**Wiring by layer**

(4 px per um)
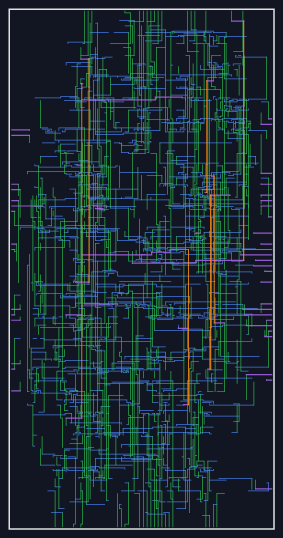
**Gate families picked out**

(3 px per um)
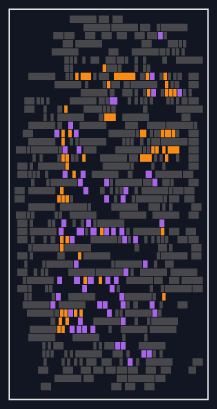
**Supply network**

(4 px per um) Pins as bars on the die edge.
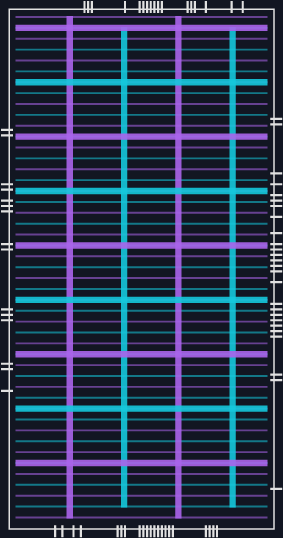
## src/rtl/jtag_pkg.sv

```systemverilog
// Shared JTAG definitions: sequencer state encoding, engine op encoding and default widths.
package jtag_pkg;

    typedef enum logic [1:0] {
        ST_IDLE  = 2'd0,
        ST_LOAD  = 2'd1,
        ST_START = 2'd2,
        ST_WAIT  = 2'd3
    } seq_state_type;

    localparam logic OP_IR = 1'b0;
    localparam logic OP_DR = 1'b1;

    localparam int DEF_DATA_INSTRUCTION = 10;
    localparam int DEF_DATA_FIFO        = 8;
    localparam int DEF_DR_WORDS         = 4;
    localparam int DEF_TIMEOUT_CYCLES   = 1024;

endpackage

```

## src/rtl/jtag_seq_watchdog.sv

```systemverilog
// Busy watchdog for the scan sequencer: counts cycles while a scan is in flight and
// flags the cycle on which the count would reach TIMEOUT_CYCLES.
module jtag_seq_watchdog
    import jtag_pkg::*;
#(
    parameter int TIMEOUT_CYCLES = DEF_TIMEOUT_CYCLES
) (
    input  logic clk,
    input  logic rst,
    input  logic count_en,
    output logic expire
);

    localparam int CW = $clog2(TIMEOUT_CYCLES) + 1;

    logic [CW-1:0] cnt_q, cnt_d;

    // Counter sits at zero whenever no scan is in flight, so it is clear on entry to ST_START.
    always_comb begin
        cnt_d  = count_en ? cnt_q + 1'b1 : '0;
        expire = count_en && (cnt_q == CW'(TIMEOUT_CYCLES - 1));
    end

    always_ff @(posedge clk or negedge rst) begin
        if (!rst) cnt_q <= '0;
        else      cnt_q <= cnt_d;
    end

endmodule

```

## src/rtl/jtag_scan_sequencer.sv

```systemverilog
// Command-level JTAG scan sequencer: loads an IR/DR payload into the engine FIFOs, starts
// the engine and reports done. `define JTAG_SEQ_TIMEOUT_EN adds the busy watchdog.
module jtag_scan_sequencer
    import jtag_pkg::*;
#(
    parameter int DATA_INSTRUCTION = DEF_DATA_INSTRUCTION,
    parameter int DATA_FIFO        = DEF_DATA_FIFO,
    parameter int DR_WORDS         = DEF_DR_WORDS,
    parameter int TIMEOUT_CYCLES   = DEF_TIMEOUT_CYCLES
) (
    input  logic                          clk,
    input  logic                          rst,
    input  logic                          cmd_valid,
    output logic                          cmd_ready,
    input  logic                          cmd_op,
    input  logic [DR_WORDS*DATA_FIFO-1:0] cmd_payload,
    output logic                          done,
    output logic [15:0]                   scan_count,
    output logic                          op,
    output logic                          work,
    input  logic                          busy,
    output logic [DATA_INSTRUCTION-1:0]   wdata_instruction,
    output logic                          wr_instruction,
    input  logic                          full_instruction,
    output logic [DATA_FIFO-1:0]          wdata_data,
    output logic                          wr_data,
    input  logic                          full_data
`ifdef JTAG_SEQ_TIMEOUT_EN
   ,output logic                          timeout_err
`endif
);

    localparam int PW    = DR_WORDS * DATA_FIFO;
    localparam int IDX_W = (DR_WORDS > 1) ? $clog2(DR_WORDS) : 1;

    seq_state_type         state_q, state_d;
    logic                  op_q, op_d;
    logic [PW-1:0]         payload_q, payload_d;
    logic [IDX_W-1:0]      idx_q, idx_d;
    logic [15:0]           scan_count_q, scan_count_d;
    logic                  cmd_ready_q, cmd_ready_d;
    logic                  done_q, done_d;
    logic                  work_q, work_d;
    logic                  wr_instruction_q, wr_instruction_d;
    logic [DATA_INSTRUCTION-1:0] wdata_instruction_q, wdata_instruction_d;
    logic                  wr_data_q, wr_data_d;
    logic [DATA_FIFO-1:0]  wdata_data_q, wdata_data_d;
    logic                  expire;

`ifdef JTAG_SEQ_TIMEOUT_EN
    logic timeout_err_q, timeout_err_d;

    jtag_seq_watchdog #(
        .TIMEOUT_CYCLES(TIMEOUT_CYCLES)
    ) u_watchdog (
        .clk     (clk),
        .rst     (rst),
        .count_en(state_q == ST_START || state_q == ST_WAIT),
        .expire  (expire)
    );
`else
    assign expire = 1'b0;
`endif

    always_comb begin
        state_d             = state_q;
        op_d                = op_q;
        payload_d           = payload_q;
        idx_d               = idx_q;
        scan_count_d        = scan_count_q;
        done_d              = 1'b0;
        wr_instruction_d    = 1'b0;
        wdata_instruction_d = wdata_instruction_q;
        wr_data_d           = 1'b0;
        wdata_data_d        = wdata_data_q;
`ifdef JTAG_SEQ_TIMEOUT_EN
        timeout_err_d       = 1'b0;
`endif
        case (state_q)
            ST_IDLE: begin
                if (cmd_valid && cmd_ready_q) begin
                    op_d      = cmd_op;
                    payload_d = cmd_payload;
                    idx_d     = '0;
                    state_d   = ST_LOAD;
                end
            end
            ST_LOAD: begin
                if (op_q == OP_IR) begin
                    if (!full_instruction) begin
                        wr_instruction_d    = 1'b1;
                        wdata_instruction_d = payload_q[DATA_INSTRUCTION-1:0];
                        state_d             = ST_START;
                    end
                end else if (!full_data) begin
                    // LSB word first: it is the first one the engine shifts out.
                    wr_data_d    = 1'b1;
                    wdata_data_d = payload_q[int'(idx_q)*DATA_FIFO +: DATA_FIFO];
                    idx_d        = idx_q + 1'b1;
                    if (idx_q == IDX_W'(DR_WORDS - 1)) state_d = ST_START;
                end
            end
            ST_START: begin
                if (expire) begin
                    state_d = ST_IDLE;
`ifdef JTAG_SEQ_TIMEOUT_EN
                    timeout_err_d = 1'b1;
`endif
                end else if (busy) begin
                    state_d = ST_WAIT;
                end
            end
            ST_WAIT: begin
                // A completion seen on the expiry cycle is still reported as done.
                if (!busy) begin
                    done_d       = 1'b1;
                    scan_count_d = scan_count_q + 16'd1;
                    state_d      = ST_IDLE;
                end else if (expire) begin
                    state_d = ST_IDLE;
`ifdef JTAG_SEQ_TIMEOUT_EN
                    timeout_err_d = 1'b1;
`endif
                end
            end
            default: state_d = ST_IDLE;
        endcase

        if (state_d == ST_IDLE) op_d = OP_IR;
        work_d      = (state_d == ST_START);
        // Ready only after a full idle cycle, so it never coincides with done.
        cmd_ready_d = (state_q == ST_IDLE) && (state_d == ST_IDLE);
    end

    always_ff @(posedge clk or negedge rst) begin
        if (!rst) begin
            state_q             <= ST_IDLE;
            op_q                <= OP_IR;
            payload_q           <= '0;
            idx_q               <= '0;
            scan_count_q        <= '0;
            cmd_ready_q         <= 1'b0;
            done_q              <= 1'b0;
            work_q              <= 1'b0;
            wr_instruction_q    <= 1'b0;
            wdata_instruction_q <= '0;
            wr_data_q           <= 1'b0;
            wdata_data_q        <= '0;
        end else begin
            state_q             <= state_d;
            op_q                <= op_d;
            payload_q           <= payload_d;
            idx_q               <= idx_d;
            scan_count_q        <= scan_count_d;
            cmd_ready_q         <= cmd_ready_d;
            done_q              <= done_d;
            work_q              <= work_d;
            wr_instruction_q    <= wr_instruction_d;
            wdata_instruction_q <= wdata_instruction_d;
            wr_data_q           <= wr_data_d;
            wdata_data_q        <= wdata_data_d;
        end
    end

`ifdef JTAG_SEQ_TIMEOUT_EN
    always_ff @(posedge clk or negedge rst) begin
        if (!rst) timeout_err_q <= 1'b0;
        else      timeout_err_q <= timeout_err_d;
    end
    assign timeout_err = timeout_err_q;
`endif

    assign cmd_ready         = cmd_ready_q;
    assign done              = done_q;
    assign scan_count        = scan_count_q;
    assign op                = op_q;
    assign work              = work_q;
    assign wr_instruction    = wr_instruction_q;
    assign wdata_instruction = wdata_instruction_q;
    assign wr_data           = wr_data_q;
    assign wdata_data        = wdata_data_q;

endmodule

```

## config.mk

```make
export PLATFORM = sky130hd
export DESIGN_NAME = jtag_scan_sequencer
export DESIGN_NICKNAME = d
export VERILOG_FILES = /design/src/rtl/jtag_pkg.sv /design/src/rtl/jtag_seq_watchdog.sv /design/src/rtl/jtag_scan_sequencer.sv
export SDC_FILE = /design/constraint.sdc
export NUM_CORES = 1
export LEC_CHECK = 0
export ABC_AREA = 1
export CAP_MARGIN = 0
export CORE_ASPECT_RATIO = 2
export CORE_UTILIZATION = 42
export CTS_BUF_LIST = sky130_fd_sc_hd__clkbuf_2
export DETAILED_ROUTE_END_ITERATION = 10
export PLACE_DENSITY = 0.65
export SETUP_SLACK_MARGIN = 0.2
export SYNTH_ARGS = -nofsm -noshare
export SYNTH_HDL_FRONTEND = slang
export SYNTH_SLANG_ARGS = --single-unit
```

## constraint.sdc

```tcl
create_clock -name clk -period 2.92 [get_ports clk]
set_clock_uncertainty 0.15 [all_clocks]
set_input_delay 0.584 -clock clk [delete_from_list [all_inputs] [get_ports clk]]
set_output_delay 0.584 -clock clk [all_outputs]
set_load 0.01 [all_outputs]
```

==> PnR_summary.wiki <==
=== Physical design figures ===
{| class="wikitable"
! Metric !! Value
|-
| Floorplan-stage core utilization || 0.434
|-
| Share of cells above drive strength 1 || 0.0763
|-
| Global placer's final weighted congestion || 0.855
|-
| Worst slack on hold paths || 354 ps
|-
| Worst flop-to-flop path endpoint || payload_q[20]
|-
| Transition time at the pin with the least slew margin || 617 ps
|-
| Number of cells in the yosys synthesis report || 401
|-
| Buffers & Inverters on Critical Path || 1
|-
| Via density per instance || 4.87
|-
| Overflow left after global routing || 0
|-
| Worst Hold Depth || 2
|-
| Root buffer cell || sky130_fd_sc_hd__clkbuf_2
|-
| Global-route wire length before repair || 13.3 mm
|-
| Core area || 0.00789 mm2
|-
| Antenna violations before repair || 1
|-
| Area figure in the yosys stat output || 0.00342 mm2
|-
| Count of boundary I/O pins || 79
|-
| AO/OA Area Share || 0.0977
|-
| Reported leakage power || 2.09 nW
|-
| Maximum Capacitance Violations || 0
|-
| Highest clock frequency the design can meet || 426 MHz
|-
| Iteration tally of the first detailed-router pass || 7
|-
| Per-instance average area after synthesis || 8.52 um2
|-
| Remaining design rule violation count || 0
|-
| Number of synthesized register bits || 76
|-
| Total routing resource utilization after global routing || 0.214
|-
| Clock Pin Slew Worst Setup and Hold Paths || 190 ps
|-
| Worst Hold Path EP || payload_q[22]
|-
| Drt total wl || 8.23 mm
|-
| Startpoint of the worst-slack reg-to-reg timing path || state_q[1]
|-
| Share of synthesized cell area in and, or, nand and nor gates || 0.258
|-
| Count of buffers inserted at the top-level ports || 78
|-
| TritonCTS clock tree || yes
|-
| CTS H-Tree Depth || 3
|-
| Height of the die || 130 um
|-
| Net count after synthesis || 442
|-
| Min-delay src || payload_q[22]
|-
| VDD IR max || 0.387 mV
|-
| Starting DRT DRC Count || 185
|-
| Shortest clock period the worst path allows after layout || 2350 ps
|-
| Yosys xor share || 0.0179
|-
| Die span in x || 65.8 um
|-
| Setup slack, reg-to-reg || 1120 ps
|-
| Critical path class || flip-flop to primary output
|-
| Highest-delay cell along the critical path || sky130_fd_sc_hd__clkdlybuf4s50_1
|-
| Row cnt || 46
|-
| Leading cell types in the layout, fill and taps excluded || 130 x sky130_fd_sc_hd__nand2_1, 77 x sky130_fd_sc_hd__clkdlybuf4s50_1, 76 x sky130_fd_sc_hd__dfrtp_1
|-
| Adder-Cell Fraction of Synth Area || 0.00732
|-
| Relative area change from synthesis to final layout || 27.7%
|-
| Number of synthesis warnings || 0
|-
| Maximum count of clock buffers along a single path || 2
|-
| Kind of start point of the critical path || flip-flop
|-
| Post-synthesis sequential area ratio || 0.556
|-
| Detail Route Antenna Nets || 0
|-
| Filler cells || 767
|-
| Post-Synthesis Cells || 401
|-
| Slew HR || 0.589
|-
| Pin count of the biggest net entering global routing || 49
|-
| Area used by multi-input combinational logic || 0.00130 mm2
|-
| Sequential cell area || 0.00190 mm2
|-
| Detailed-route via count || 2836
|-
| Worst endpoint required time || 2190 ps
|-
| Clock latency of the later-clocked register in the worst-skew pair || 540 ps
|-
| Power density over the cells || 789 mW/mm2
|-
| Highest cell delay on the worst timing path || 590 ps
|-
| Final number of max-transition violations || 0
|-
| Final number of hold-violating endpoints || 0
|-
| Number of clock buffers inserted by TritonCTS || 9
|-
| Main logic family || simple AND/OR/NAND/NOR gates
|-
| Critical Path Sink Type || primary output
|-
| Biggest fanout along the worst timing path || 5
|-
| DP Wirelength || 6.22 mm
|-
| Clock Sinks || 76
|-
| Result of the run || complete, no violations
|-
| Logic depth of the worst register-to-register path || 6
|}
## Picture notes: 'wiring by layer'
[purple] M3 | wire length: 255 um
[green] M2 | wire length: 4460 um
[blue] M1 | wire length: 3170 um
[orange] M4 | wire length: 346 um

## Picture notes: 'gate families picked out'
[purple] aoi and oai cells | cells: 63 | most used: o21ai_0
[orange] nor cells | cells: 53 | most used: nor2_1

## Picture notes: 'supply network'
[cyan] VDD
[purple] VSS
met5 straps: 9
rows: 46

-- layer usage --
layer,GRT usage,up-vias,share of wire
met2,0.385,71,0.54
met3,0.0352,19,0.031
met5,0,-,0
met4,0.137,0,0.042
met1,0.222,1330,0.38
li1,-,1416,-
-- cells in the mapped netlist, drive strengths merged --
library cell | instances | share of area
a21oi | 14 | 0.020
a22o | 1 | 0.0026
a31oi | 4 | 0.0073
buf | 8 | 0.016
clkbuf | 5 | 0.0055
dfrtp | 76 | 0.56
ha | 2 | 0.0073
inv | 38 | 0.042
nand2 | 133 | 0.15
nand3 | 10 | 0.025
nand3b | 2 | 0.0055
nand4 | 2 | 0.0037
nor2 | 52 | 0.070
nor3 | 1 | 0.0029
o211ai | 2 | 0.0044
o21ai | 43 | 0.063
or2 | 1 | 0.0026
xnor2 | 3 | 0.0077
xor2 | 4 | 0.010
-- per-stage QoR --
step	worst slack, ps	util	power [mW]	std cells	area (um2)
floorplan	1420	-	2.41	401	3420
global placement	725	0.543	2.98	565	4280
detailed placement	648	0.543	3.03	565	4280
CTS	523	0.553	3.48	581	4360
global route	505	0.553	3.71	582	4360
finish	572	0.553	3.44	582	4360
-- area by class of cell --
class | instances | share of cell area
sequential | 76 | 0.436
multi-input combinational | 274 | 0.298
timing repair buffer | 82 | 0.189
inverter | 38 | 0.0327
tap | 96 | 0.0275
clock buffer | 11 | 0.0126
clock inverter | 4 | 0.00401
antenna | 1 | 0.000573
-- how the worst max path moves through the flow --
stage	to	depth (start not counted)	startpoint	slack (ps)
after global placement	scan_count[10]	9	busy	720
after detailed placement	scan_count[8]	7	busy	650
final	op	1	op	570
after global routing	op	1	op	510
after floorplan	scan_count[10]	8	busy	1420
after CTS	op	1	op	520
-- timing repair --
item	in CTS	in global routing
hold buffers	1	0
resized	0	0
hold endpoints to repair	47	0
-- sequential cells by signal (all words and copies together) (netlist names) --
register,cells
payload_q,32
wdata_instruction,10
work,1
cmd_ready,1
done,1
wr_instruction,1
wr_data,1
op,1
wdata_data,8
idx_q,2
scan_count,16
state_q,2
-- where the power goes --
group	internal [mW]	total [mW]	switching [mW]
sequential	1.44	1.72	0.284
combinational	0.607	1.26	0.656
clock	0.107	0.456	0.349
-- cell families (layout without fill, tap and decap cells) --
family / after synthesis / count (layout)
compound gates: 64 / 64
xor+xnor: 7 / 7
fa+ha+maj: 2 / 2
buf+inv: 51 / 135
flops: 76 / 76
other cells: 0 / 1
simple gates: 201 / 201
Power and IR drop assume default switching activity.
